==> src/rtl/uart_tx_arbiter.sv <==
// Round-robin arbiter that multiplexes N_SRC byte streams onto one uart_tx_buf write port.
// Packets are atomic, writes are paced by a credit counter, and a stall timeout recovers from dead sources.
module uart_tx_arbiter #(
    parameter int unsigned N_SRC   = 2,
    parameter int unsigned BURST   = 4,
    parameter int unsigned TIMEOUT = 65535
) (
    input  logic                 clk,
    input  logic                 rst,
    input  logic [N_SRC-1:0]     src_valid,
    input  logic [8*N_SRC-1:0]   src_data,
    input  logic [N_SRC-1:0]     src_last,
    output logic [N_SRC-1:0]     src_ready,
    output logic                 tx_put,
    output logic [7:0]           tx_data,
    input  logic                 tx_empty,
    output logic [N_SRC-1:0]     grant,
    output logic                 abort
);

    localparam int unsigned PW = $clog2(N_SRC);
    localparam int unsigned CW = $clog2(BURST + 1);
    localparam int unsigned SW = (TIMEOUT == 0) ? 1 : $clog2(TIMEOUT + 1);

    typedef enum logic [1:0] {IDLE, SEND, SETTLE, DRAIN} state_t;

    state_t          state;
    logic [PW-1:0]   ptr;
    logic [CW-1:0]   credits;
    logic [SW-1:0]   stall;
    logic            tx_put_q;

    logic [PW-1:0]   pick;
    logic            pick_ok;
    logic [PW-1:0]   gidx;
    logic [7:0]      lane;
    logic            valid_g;
    logic            last_g;
    logic            accept;

    // Rotating priority search: first requester strictly after ptr.
    always_comb begin
        logic [PW-1:0] cand;
        int unsigned   idx;
        pick    = '0;
        pick_ok = 1'b0;
        cand    = '0;
        idx     = 0;
        for (int unsigned i = 1; i <= N_SRC; i++) begin
            idx  = (32'(ptr) + i) % N_SRC;
            cand = PW'(idx);
            if (!pick_ok && src_valid[cand]) begin
                pick_ok = 1'b1;
                pick    = cand;
            end
        end
    end

    always_comb begin
        gidx = '0;
        lane = '0;
        for (int unsigned i = 0; i < N_SRC; i++) begin
            if (grant[i]) begin
                gidx = PW'(i);
                lane = src_data[8*i +: 8];
            end
        end
    end

    assign valid_g   = |(src_valid & grant);
    assign last_g    = |(src_last & grant);
    assign accept    = !rst && (state == SEND) && valid_g && (credits != '0);
    assign src_ready = accept ? grant : '0;

    always_ff @(posedge clk) begin
        if (rst) begin
            state    <= IDLE;
            grant    <= '0;
            tx_put   <= 1'b0;
            tx_data  <= '0;
            abort    <= 1'b0;
            credits  <= CW'(BURST);
            ptr      <= PW'(N_SRC - 1);
            stall    <= '0;
            tx_put_q <= 1'b0;
        end else begin
            tx_put   <= 1'b0;
            abort    <= 1'b0;
            tx_put_q <= tx_put;
            case (state)
                IDLE: begin
                    // Buffer has been empty with no write in flight for two cycles: safe to refill credits.
                    if (tx_empty && !tx_put && !tx_put_q)
                        credits <= CW'(BURST);
                    if (pick_ok) begin
                        grant <= N_SRC'(1) << pick;
                        stall <= '0;
                        state <= SEND;
                    end
                end
                SEND: begin
                    if (accept) begin
                        tx_put  <= 1'b1;
                        tx_data <= lane;
                        credits <= credits - 1'b1;
                        stall   <= '0;
                        if (last_g) begin
                            ptr   <= gidx;
                            grant <= '0;
                            state <= (credits == CW'(1)) ? SETTLE : IDLE;
                        end else if (credits == CW'(1)) begin
                            state <= SETTLE;
                        end
                    end else if (!valid_g) begin
                        if (stall != '1)
                            stall <= stall + 1'b1;
                        if (TIMEOUT != 0 && (32'(stall) + 1) >= TIMEOUT) begin
                            grant <= '0;
                            ptr   <= gidx;
                            abort <= 1'b1;
                            state <= IDLE;
                        end
                    end
                end
                SETTLE: state <= DRAIN;
                DRAIN: begin
                    if (tx_empty) begin
                        credits <= CW'(BURST);
                        state   <= (grant != '0) ? SEND : IDLE;
                    end
                end
                default: state <= IDLE;
            endcase
        end
    end

endmodule

==> config.mk <==
export PLATFORM = sky130hd
export DESIGN_NAME = uart_tx_arbiter
export DESIGN_NICKNAME = d
export VERILOG_FILES = /design/src/rtl/uart_tx_arbiter.sv
export SDC_FILE = /design/constraint.sdc
export NUM_CORES = 1
export LEC_CHECK = 0
export ABC_AREA = 0
export CAP_MARGIN = 20
export CELL_PAD_IN_SITES_DETAIL_PLACEMENT = 1
export CELL_PAD_IN_SITES_GLOBAL_PLACEMENT = 2
export CORE_UTILIZATION = 33
export DETAILED_ROUTE_END_ITERATION = 8
export PLACE_DENSITY = 0.84
export SETUP_SLACK_MARGIN = 0.15
export SYNTH_ARGS = -nofsm -noshare
export SYNTH_HDL_FRONTEND = slang
export SYNTH_SLANG_ARGS = --single-unit
==> constraint.sdc <==
create_clock -name clk -period 3.5 [get_ports clk]
set_input_delay 0.7 -clock clk [delete_from_list [all_inputs] [get_ports clk]]
set_output_delay 0.7 -clock clk [all_outputs]
set_load 0.01 [all_outputs]
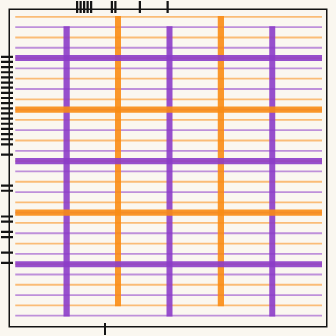
Fig. 1. Floorplan with the power grid (run 1).
Pins as bars on the die edge.
Key: orange = VDD; purple = VSS
The core has 29 rows. 37 signal pins sit on the boundary. 5 straps on met4.
area of the core: 6386 um^2
chip width: 83.41 um

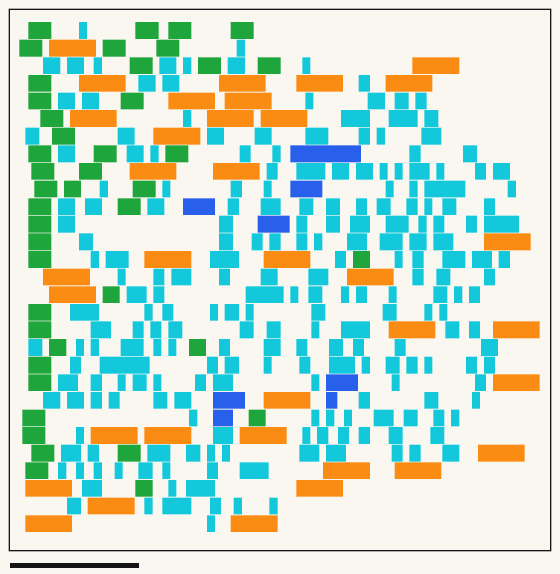
Fig. 2. Placement by cell class (run 1).
The bar under the picture is 20 um long.
Key: blue = clock drivers and dummy loads [cells 8, share of their area 4.3%]; green = other buffers and delay cells [cells 43, share of their area 16%]; orange = flip-flops [cells 35, share of their area 27%]; cyan = all other logic [cells 227, share of their area 53%]
# rows: 29
Post-Layout Inst Area: 2723 um^2
final core area utilization: 0.4263
sequential share of cell area: 0.2574

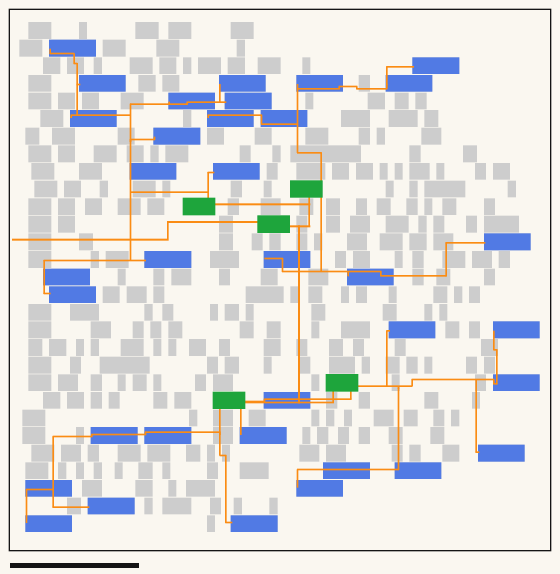
Fig. 3. Clock distribution (run 1).
The bar under the picture is 20 um long.
Key: orange = clock wires [length 532 um]; green = cells driving clock nets [count 5]; blue = flip-flops [count 35]
There are 6 routed clock nets. Position of the flops: spread over the die.
clock power share: 0.407
Skew-Pair Late Insertion Delay: 0.30 ns

==> job_summary.md, run 1 <==
### Metrics collected by this job

| Metric | Value |
|---|---|
| Setup bufs post-CTS | `0` |
| Yosys Instances | `281` |
| Most numerous cell in the Yosys netlist | `dfxtp_1` |
| Setup crit end | `src_ready[1]` |
| CP Launch Type | `input pin` |
| Worst r2r src | `stall[1]$_SDFFE_PP0P_` |
| Cts hold-fix bufs | `0` |
| DP HPWL | `4.605 mm` |
| Syn Inst Count | `281` |
| Worst-path fanout max | `4` |
| Ys Warns | `0` |
| CTS H-tree lvls | `2` |
| Final hold slack | `0.4863 ns` |
| Hold Crit Class | `reg -> reg` |
| Delay-heaviest family, CP | `buffers and inverters` |
| DR WL met3 | `303 um` |
| Switch Pwr | `0.2448 mW` |
| Placed cell count | `382` |
| Number of enable flip-flop cells | `0` |
| Cell taking the most area after synthesis | `dfxtp_1` |
| Comb power frac | `0.143` |
| Final setup viols | `0` |
| P_leak | `0.8660 nW` |
| First-pass GRT wire length | `10.58 mm` |
| Non-CTS buffers | `43` |
| Finished Layout Cells | `390` |
| Worst Tran Pin Value | `0.5983 ns` |
| M1 GR Usage | `0.2609` |
| Clock root buffer | `clkbuf_8` |
| Total I/O pin count | `37` |
| Largest net degree at the start of global routing | `40` |
| Slew margin rel. | `0.5959` |
| PostCTS Resize Cnt | `0` |
| Seq_cells | `35` |
| Multi-input gates | `218` |
| Status | `complete, no violations` |
| Clk. pwr | `0.376 mW` |
| Synth top area share | `0.3204` |
| Clock sinks | `35` |
| Top Layer Used | `met4` |
| DRT antenna net count | `0` |
| Metal2 WL | `2.810 mm` |
| Simple Share, Synth | `0.3026` |
| Global Route met2 Usage | `0.2966` |
| Flop2flop setup slack | `1.00 ns` |
| Sequential cell area | `700.7 um^2` |
| Fin. Hold Viols | `0` |
| Final Max Slew Viols | `0` |
| FP Util | `0.3425` |
| Initial antenna violation count | `0` |
| Async S/R FF share, synth | `0` |
| RSZ-0062 raised after global routing | `no` |
| Combinational Area | `1366 um^2` |
| Top Usage Layer GRT | `met2` |
| Reg2Reg Capture Point | `stall[13]$_SDFFE_PP0P_` |
| Largest Pwr Group | `registers` |
| CP Launch Point | `src_valid[1]` |
| WL met1 | `3.040 mm` |
| Fin Setup TNS | `0 ns` |
| Vias per cell | `5.541` |
| Die area | `6957 um^2` |
| CTS tree | `yes` |
| Clk buf depth | `2` |
| R2R depth | `8` |
| Leading post-synthesis cells by cell area | `dfxtp_1, a21oi_1, nor2_1, a211oi_1, nand2_1` |
| Commonest cells after routing, fill and taps aside | `clkdlybuf4s50_1, dfxtp_1, nor2_1` |
| N_diodes | `0` |
| Max reg flops | `16` |
| CP Capture Type | `output pin` |
| Area-dominant class | `multi-input combinational cells` |
| PwrDens | `339.3 nW/um^2` |
| CP max stage cell | `clkdlybuf4s50_1` |
| Flops after synth | `35` |
| Mux share | `0.009153` |
| Layout cells sized above 1 | `0.09265` |
| Worst-path cell chain | `clkdlybuf4s50_1 > a22oi_2 > nor4_4 > and2_1 > clkdlybuf4s50_1` |
| Grt met3 use | `0.04274` |
| Syn Nets | `309` |
| Critical path depth | `5` |
| NumNets Final | `340` |
| Non-clock buffering overhead | `0.1517` |
| Via count | `2,161` |
| # clk buffers | `5` |
| P_seq | `0.416 mW` |
| Unique masters post-synth | `56` |
| Critical path class | `in -> out` |
| Crit-path most repeated cell | `clkdlybuf4s50_1` |
| TritonRoute pass-1 iters | `4` |
| Yosys xor share | `0.008009` |
| Top logic family | `simple AND/OR/NAND/NOR gates` |
| Placed inst area | `2610 um^2` |
| Avg Synthesized Cell Area | `7.783 um^2` |
| Pre-CTS WS | `0.4357 ns` |
| Tmin final | `3.040 ns` |
| Combinational share of cell area | `0.5018` |
| Final worst slack | `0.4596 ns` |
| P_comb | `0.132 mW` |
| Skew final | `0.01109 ns` |
| GRT Util Overall | `0.1860` |
| Most used DFF post-synth | `dfxtp_1` |
| Clock buf/inv share | `0.04136` |
| Sequential power share | `0.450` |
==> run 1 -> run 2 <==
- SLEW_MARGIN: unset -> 20
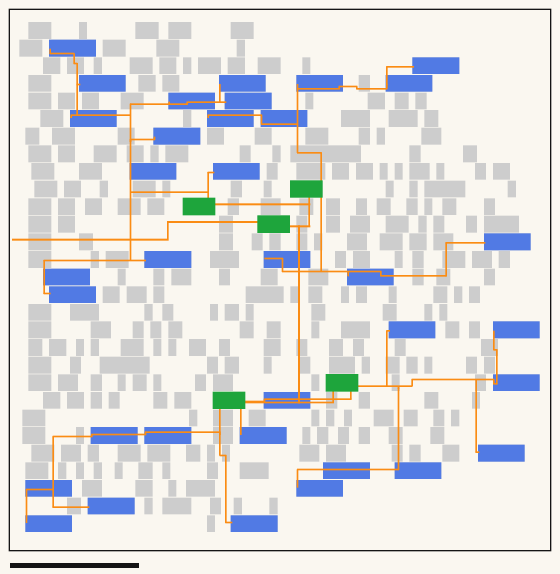
Fig. 4. Clock distribution (run 2).
The bar under the picture is 20 um long.
Key: orange = clock wires [length 532 um]; green = cells driving clock nets [count 5]; blue = flip-flops [count 35]
Position of the flops: spread over the die.
Clk. pwr: 0.376 mW
skew final: 0.01109 ns

==> job_summary.md, run 2 <==
### Metrics collected by this job

| Metric | Value |
|---|---|
| Status | `complete, no violations (unchanged)` |
| Setup bufs post-CTS | `0 (unchanged)` |
| Reg2Reg Capture Point | `stall[13]$_SDFFE_PP0P_ (unchanged)` |
| Flops after synth | `35 (unchanged)` |
| DP HPWL | `4.605 mm (unchanged)` |
| Layout cells sized above 1 | `0.09265 (unchanged)` |
| Commonest cells after routing, fill and taps aside | `clkdlybuf4s50_1, dfxtp_1, nor2_1 (unchanged)` |
| Non-CTS buffers | `43 (unchanged)` |
| Clock buf/inv share | `0.04136 (unchanged)` |
| Area-dominant class | `multi-input combinational cells (unchanged)` |
| Clock root buffer | `clkbuf_8 (unchanged)` |
| Worst-path fanout max | `4 (unchanged)` |
| # rows | `29 (unchanged)` |
| Die area | `6957 um^2 (unchanged)` |
| Tmin final | `3.040 ns (unchanged)` |
| Grt met3 use | `0.04274 (unchanged)` |
| M1 GR Usage | `0.2609 (unchanged)` |
| Worst-path cell chain | `clkdlybuf4s50_1 > a22oi_2 > nor4_4 > and2_1 > clkdlybuf4s50_1 (unchanged)` |
| Final Max Slew Viols | `0 (unchanged)` |
| Combinational Area | `1366 um^2 (unchanged)` |
| P_seq | `0.416 mW (about the same)` |
| DR WL met3 | `303 um (unchanged)` |
| Num CTS Buffers | `5 (unchanged)` |
| Synth top area share | `0.3204 (unchanged)` |
| Unique masters post-synth | `56 (unchanged)` |
| Top Layer Used | `met4 (unchanged)` |
| Via count | `2,161 (unchanged)` |
| Vias per cell | `5.541 (unchanged)` |
| Largest Pwr Group | `registers (unchanged)` |
| Final worst slack | `0.4596 ns (unchanged)` |
| Async S/R FF share, synth | `0 (unchanged)` |
| Worst r2r src | `stall[1]$_SDFFE_PP0P_ (unchanged)` |
| Pre-CTS WS | `0.4357 ns (unchanged)` |
| Hold Crit Class | `reg -> reg (unchanged)` |
| PwrDens | `339.3 nW/um^2 (unchanged)` |
| Fin Setup TNS | `0 ns (unchanged)` |
| CP Launch Point | `src_valid[1] (unchanged)` |
| Number of enable flip-flop cells | `0 (unchanged)` |
| Seq_cells | `35 (unchanged)` |
| Clk buf depth | `2 (unchanged)` |
| Yosys Instances | `281 (unchanged)` |
| Combinational share of cell area | `0.5018 (unchanged)` |
| Critical path depth | `5 (unchanged)` |
| Comb power frac | `0.143 (about the same)` |
| Metal2 WL | `2.810 mm (unchanged)` |
| Final setup viols | `0 (unchanged)` |
| Final core area utilization | `0.4263 (unchanged)` |
| Ys Warns | `0 (unchanged)` |
| Max reg flops | `16 (unchanged)` |
| Crit-path most repeated cell | `clkdlybuf4s50_1 (unchanged)` |
| Clock sinks | `35 (unchanged)` |
| CP Capture Type | `output pin (unchanged)` |
| Final hold slack | `0.4863 ns (unchanged)` |
| Skew-Pair Late Insertion Delay | `0.30 ns (about the same)` |
| Yosys xor share | `0.008009 (unchanged)` |
| FP Util | `0.3425 (unchanged)` |
| Chip width | `83.41 um (unchanged)` |
| Syn Inst Count | `281 (unchanged)` |
| Switch Pwr | `0.2448 mW (unchanged)` |
| Most numerous cell in the Yosys netlist | `dfxtp_1 (unchanged)` |
| WL met1 | `3.040 mm (unchanged)` |
| Cts hold-fix bufs | `0 (unchanged)` |
| DRT antenna net count | `0 (unchanged)` |
| Global Route met2 Usage | `0.2966 (unchanged)` |
| Sequential share of cell area | `0.2574 (unchanged)` |
| Worst Tran Pin Value | `0.5983 ns (unchanged)` |
| RSZ-0062 raised after global routing | `no (unchanged)` |
| P_comb | `0.132 mW (about the same)` |
| Mux share | `0.009153 (unchanged)` |
| Setup crit end | `src_ready[1] (unchanged)` |
| Leading post-synthesis cells by cell area | `dfxtp_1, a21oi_1, nor2_1, a211oi_1, nand2_1 (unchanged)` |
| Largest net degree at the start of global routing | `40 (unchanged)` |
| Simple Share, Synth | `0.3026 (unchanged)` |
| Delay-heaviest family, CP | `buffers and inverters (unchanged)` |
| Non-clock buffering overhead | `0.1517 (unchanged)` |
| Clock power share | `0.407 (about the same)` |
| PostCTS Resize Cnt | `0 (unchanged)` |
| CTS tree | `yes (unchanged)` |
| Flop2flop setup slack | `1.00 ns (about the same)` |
| Cell taking the most area after synthesis | `dfxtp_1 (unchanged)` |
| Placed cell count | `382 (unchanged)` |
| Slew margin rel. | `0.5959 (unchanged)` |
| Post-Layout Inst Area | `2723 um^2 (unchanged)` |
| Initial antenna violation count | `0 (unchanged)` |
| Syn Nets | `309 (unchanged)` |
| Top logic family | `simple AND/OR/NAND/NOR gates (unchanged)` |
| Critical path class | `in -> out (unchanged)` |
| Top Usage Layer GRT | `met2 (unchanged)` |
| # clk buffers | `5 (unchanged)` |
| Sequential power share | `0.450 (about the same)` |
| CP Launch Type | `input pin (unchanged)` |
| Multi-input gates | `218 (unchanged)` |
| GRT Util Overall | `0.1860 (unchanged)` |
Power is estimated from default activity; no workload was simulated.
